**src/rtl/wide_add_pkg.sv**
```systemverilog
// Shared defaults and FSM encoding for the word-serial wide adder.
package wide_add_pkg;
    localparam int N_DEF     = 32;
    localparam int WORDS_DEF = 4;

    typedef enum logic [1:0] {
        S_IDLE = 2'd0,
        S_RUN  = 2'd1,
        S_DONE = 2'd2
    } state_t;
endpackage

```
**src/rtl/FA_param.sv**
```systemverilog
// Structural N-bit ripple-carry adder built from a chain of full-adder cells.
module FA_param #(
    parameter int N = 32
) (
    input  logic [N-1:0] i_a,
    input  logic [N-1:0] i_b,
    input  logic         i_cin,
    output logic [N-1:0] o_s,
    output logic         o_cout
);
    logic [N:0] w_c;

    assign w_c[0] = i_cin;

    for (genvar gi = 0; gi < N; gi++) begin : g_fa
        assign o_s[gi]    = i_a[gi] ^ i_b[gi] ^ w_c[gi];
        assign w_c[gi+1]  = (i_a[gi] & i_b[gi]) | (w_c[gi] & (i_a[gi] ^ i_b[gi]));
    end

    assign o_cout = w_c[N];
endmodule

```
**src/rtl/wide_add_seq.sv**
```systemverilog
// W-bit add/subtract computed one N-bit word per cycle through a single shared ripple adder.
module wide_add_seq
    import wide_add_pkg::*;
#(
    parameter int N     = N_DEF,
    parameter int WORDS = WORDS_DEF,
    parameter int W     = N * WORDS
) (
    input  logic         clk,
    input  logic         rst,
    input  logic         start,
    input  logic         sub,
    input  logic [W-1:0] a,
    input  logic [W-1:0] b,
    output logic         busy,
    output logic         done,
    output logic [W-1:0] sum,
    output logic         c_out,
    output logic         overflow
);
    localparam int IW = (WORDS > 1) ? $clog2(WORDS) : 1;

    state_t                  r_state, w_state_nxt;
    logic [WORDS-1:0][N-1:0] r_a, r_b, r_sum;
    logic [IW-1:0]           r_idx;
    logic                    r_carry, r_cout, r_ovf;
    logic [N-1:0]            w_s;
    logic                    w_co, w_last;

    assign w_last = (r_idx == IW'(WORDS - 1));

    FA_param #(.N(N)) u_fa (
        .i_a    (r_a[r_idx]),
        .i_b    (r_b[r_idx]),
        .i_cin  (r_carry),
        .o_s    (w_s),
        .o_cout (w_co)
    );

    always_ff @(posedge clk) begin
        if (rst) r_state <= S_IDLE;
        else     r_state <= w_state_nxt;
    end

    always_comb begin
        w_state_nxt = r_state;
        case (r_state)
            S_IDLE:  if (start) w_state_nxt = S_RUN;
            S_RUN:   if (w_last) w_state_nxt = S_DONE;
            S_DONE:  w_state_nxt = S_IDLE;
            default: w_state_nxt = S_IDLE;
        endcase
    end

    // Subtraction is a + ~b + 1: B is inverted on capture and the +1 rides in as the initial carry.
    always_ff @(posedge clk) begin
        if (rst) begin
            r_a     <= '0;
            r_b     <= '0;
            r_sum   <= '0;
            r_idx   <= '0;
            r_carry <= 1'b0;
            r_cout  <= 1'b0;
            r_ovf   <= 1'b0;
        end else begin
            case (r_state)
                S_IDLE: if (start) begin
                    r_a     <= a;
                    r_b     <= b ^ {W{sub}};
                    r_idx   <= '0;
                    r_carry <= sub;
                end
                S_RUN: begin
                    r_sum[r_idx] <= w_s;
                    r_carry      <= w_co;
                    r_idx        <= r_idx + IW'(1);
                    if (w_last) begin
                        r_cout <= w_co;
                        r_ovf  <= (r_a[WORDS-1][N-1] == r_b[WORDS-1][N-1]) &&
                                  (w_s[N-1] != r_a[WORDS-1][N-1]);
                    end
                end
                default: ;
            endcase
        end
    end

    assign busy     = (r_state != S_IDLE);
    assign done     = (r_state == S_DONE);
    assign sum      = r_sum;
    assign c_out    = r_cout;
    assign overflow = r_ovf;
endmodule

```
**config.mk**
```make
export PLATFORM = sky130hd
export DESIGN_NAME = wide_add_seq
export DESIGN_NICKNAME = d
export VERILOG_FILES = /design/src/rtl/wide_add_pkg.sv /design/src/rtl/FA_param.sv /design/src/rtl/wide_add_seq.sv
export SDC_FILE = /design/constraint.sdc
export NUM_CORES = 1
export LEC_CHECK = 0
export CORE_MARGIN = 3
export CORE_UTILIZATION = 54
export DETAILED_ROUTE_END_ITERATION = 8
export PLACE_DENSITY = 0.87
export REMOVE_ABC_BUFFERS = 1
export SYNTH_ARGS = -nofsm -noshare
export SYNTH_HDL_FRONTEND = slang
export SYNTH_SLANG_ARGS = --single-unit
```
**constraint.sdc**
```tcl
create_clock -name clk -period 39.4 [get_ports clk]
set_input_delay 9.85 -clock clk [delete_from_list [all_inputs] [get_ports clk]]
set_output_delay 9.85 -clock clk [all_outputs]
set_load 0.005 [all_outputs]
```
==> impl_metrics.tcl <==
# flow metrics
set metrics [dict create \
    final-setup-viol-count 0 \
    fp-row-count 63 \
    vias_per_cell 5.71 \
    clock_sinks 391 \
    synthesis.area_sq_um 16800 \
    antenna_diodes 1 \
    seq_cell_count 391 \
    synth.area.top_cells "sky130_fd_sc_hd__dfxtp_1 (47%), sky130_fd_sc_hd__nand2_1 (11%), sky130_fd_sc_hd__mux4_2 (8.6%)" \
    dp_worst_setup_slack_ns 22.04 \
    die_h_microns 182 \
    slowest_delay_ns 0.81 \
    run_status "finished clean" \
    reg2reg_to "overflow" \
    syn2layout_area_growth_pct 30.0 \
    regToRegStartpoint "r_idx[0]" \
    maxClockFrequency_mhz 57.6 \
    layout.cell_area.non_filler_sq_um 21800 \
    seq_share_pct 35.9 \
    drc 0 \
    timing.critical_path.mode_cell "sky130_fd_sc_hd__fa_1" \
    openroad.warnings 38 \
    layout.nets 2421 \
    netlist.top_cell.by_area "sky130_fd_sc_hd__dfxtp_1" \
    grt_overflow 0 \
    drt.antenna.violating_nets 0 \
    timing.critical_path.max_delay_family "adder cells" \
    routabilityCongestion 0.854 \
    final_core_utilization_pct 72.5 \
    hp-class "reg -> reg" \
    start_kind "flop" \
    worst_slack_ns 22.04 \
    layout.area.top_class "combinational gates" \
    finalHoldViolCount 0 \
    largest_net_degree_at_the_start_of_global_routing 177 \
    fraction_of_area_in_clock_buffers_and_inverters_pct 6.04 \
    cp.depth 38 \
    edf_count 0 \
    synth-cells-yosys 1838 \
    grt_usage_pct 29.1 \
    ys_seq_share_pct 46.6 \
    static-leakage-power_nw 7.59 \
    post-cts-setup-buffers 0 \
    max_transition_viols_final 0 \
    cts_root_buffer "sky130_fd_sc_hd__clkbuf_16" \
    worstHoldStart "sum[94]" \
    nClkBuffers 62 \
    most_used_flip_flop_cell_after_synthesis "sky130_fd_sc_hd__dfxtp_1" \
    timing.critical_path.required_ns 39.83 \
    worst_slew_pin_slew_ns 1.13 \
    dpl-instance-area_sq_um 20500 \
    synth_top_area_share_pct 46.6 \
    numCtsBuffers 40 \
    dp_hpwl_mm 33.3 \
    clock_latency_ns 0.53 \
    synth-xor-area-share_pct 6.68 \
    ys_ff 391 \
    hold_end "sum[94]" \
    tritoncts_clock_tree "built" \
    drt_first_pass_iters 8 \
    yosys_warnings 0 \
    logic_family "simple AND/OR/NAND/NOR gates" \
    inv_count 12 \
    syn-mean-instance-area_sq_um 9.13 \
    layout.filler_cells 2018 \
    clk_pin_slew_worst_paths_ns 0.06 \
    path_max_fanout 39 \
    design_power_total_mw 0.954 \
]
## layout by cell type (no fill, tap or decap), drive strengths merged, types with 2 or more instances in the layout
master         instances
fa                    32
dfxtp                391
buf                   17
a211oi               137
clkinv                 5
a21oi                249
clkdlybuf4s50        389
clkbuf                62
mux4                  64
and3b                  4
nand3b                 4
bufinv                 2
xnor2                128
nor2                 143
ha                     4
nor3b                  2
nand2                496
inv                   14
## routing by layer
metal	up-vias	GRT usage, %	share of wire (%)
met2	816	49.8	49
li1	6744	-	-
met3	166	7.43	10
met4	2	12.0	4.3
met1	6798	35.0	37
met5	-	0	0.034
## power by group
part           switching, mW  internal (mW)  leakage (nW)  total [mW]
Sequential            0.0139          0.418          3.20       0.432
Clock                  0.155          0.225         0.652       0.380
Combinational         0.0709         0.0708          3.74       0.142
Total                  0.239          0.714          7.59       0.954
Met3 routing:
Scale bar: 50 microns.
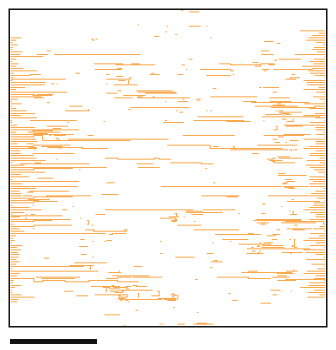
wire length on this layer = 5150 microns
nets with wire on the layer = 395
main direction = horizontal
longest straight run = 69.9 microns

M1 wires:
Scale bar: 50 microns.
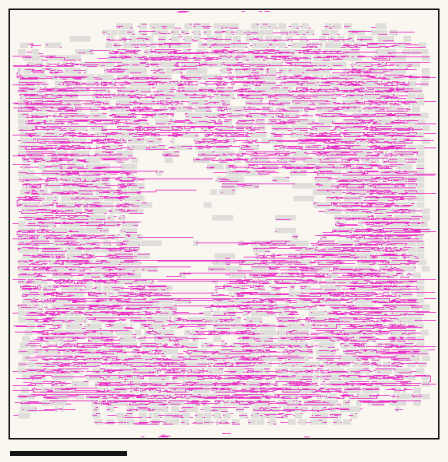
wire length on this layer = 18500 microns
share of all routed wire = 37%

Met4 routing:
Scale bar: 50 microns.
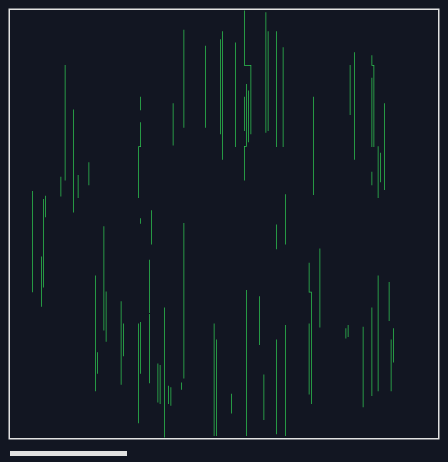
wire length on this layer = 2170 microns
longest straight run = 66.0 microns
main direction = vertical
nets with wire on the layer = 54
share of all routed wire = 4.3%
Routed WL: 50.2 mm
Vias: 14526

Power and IR drop assume default switching activity.
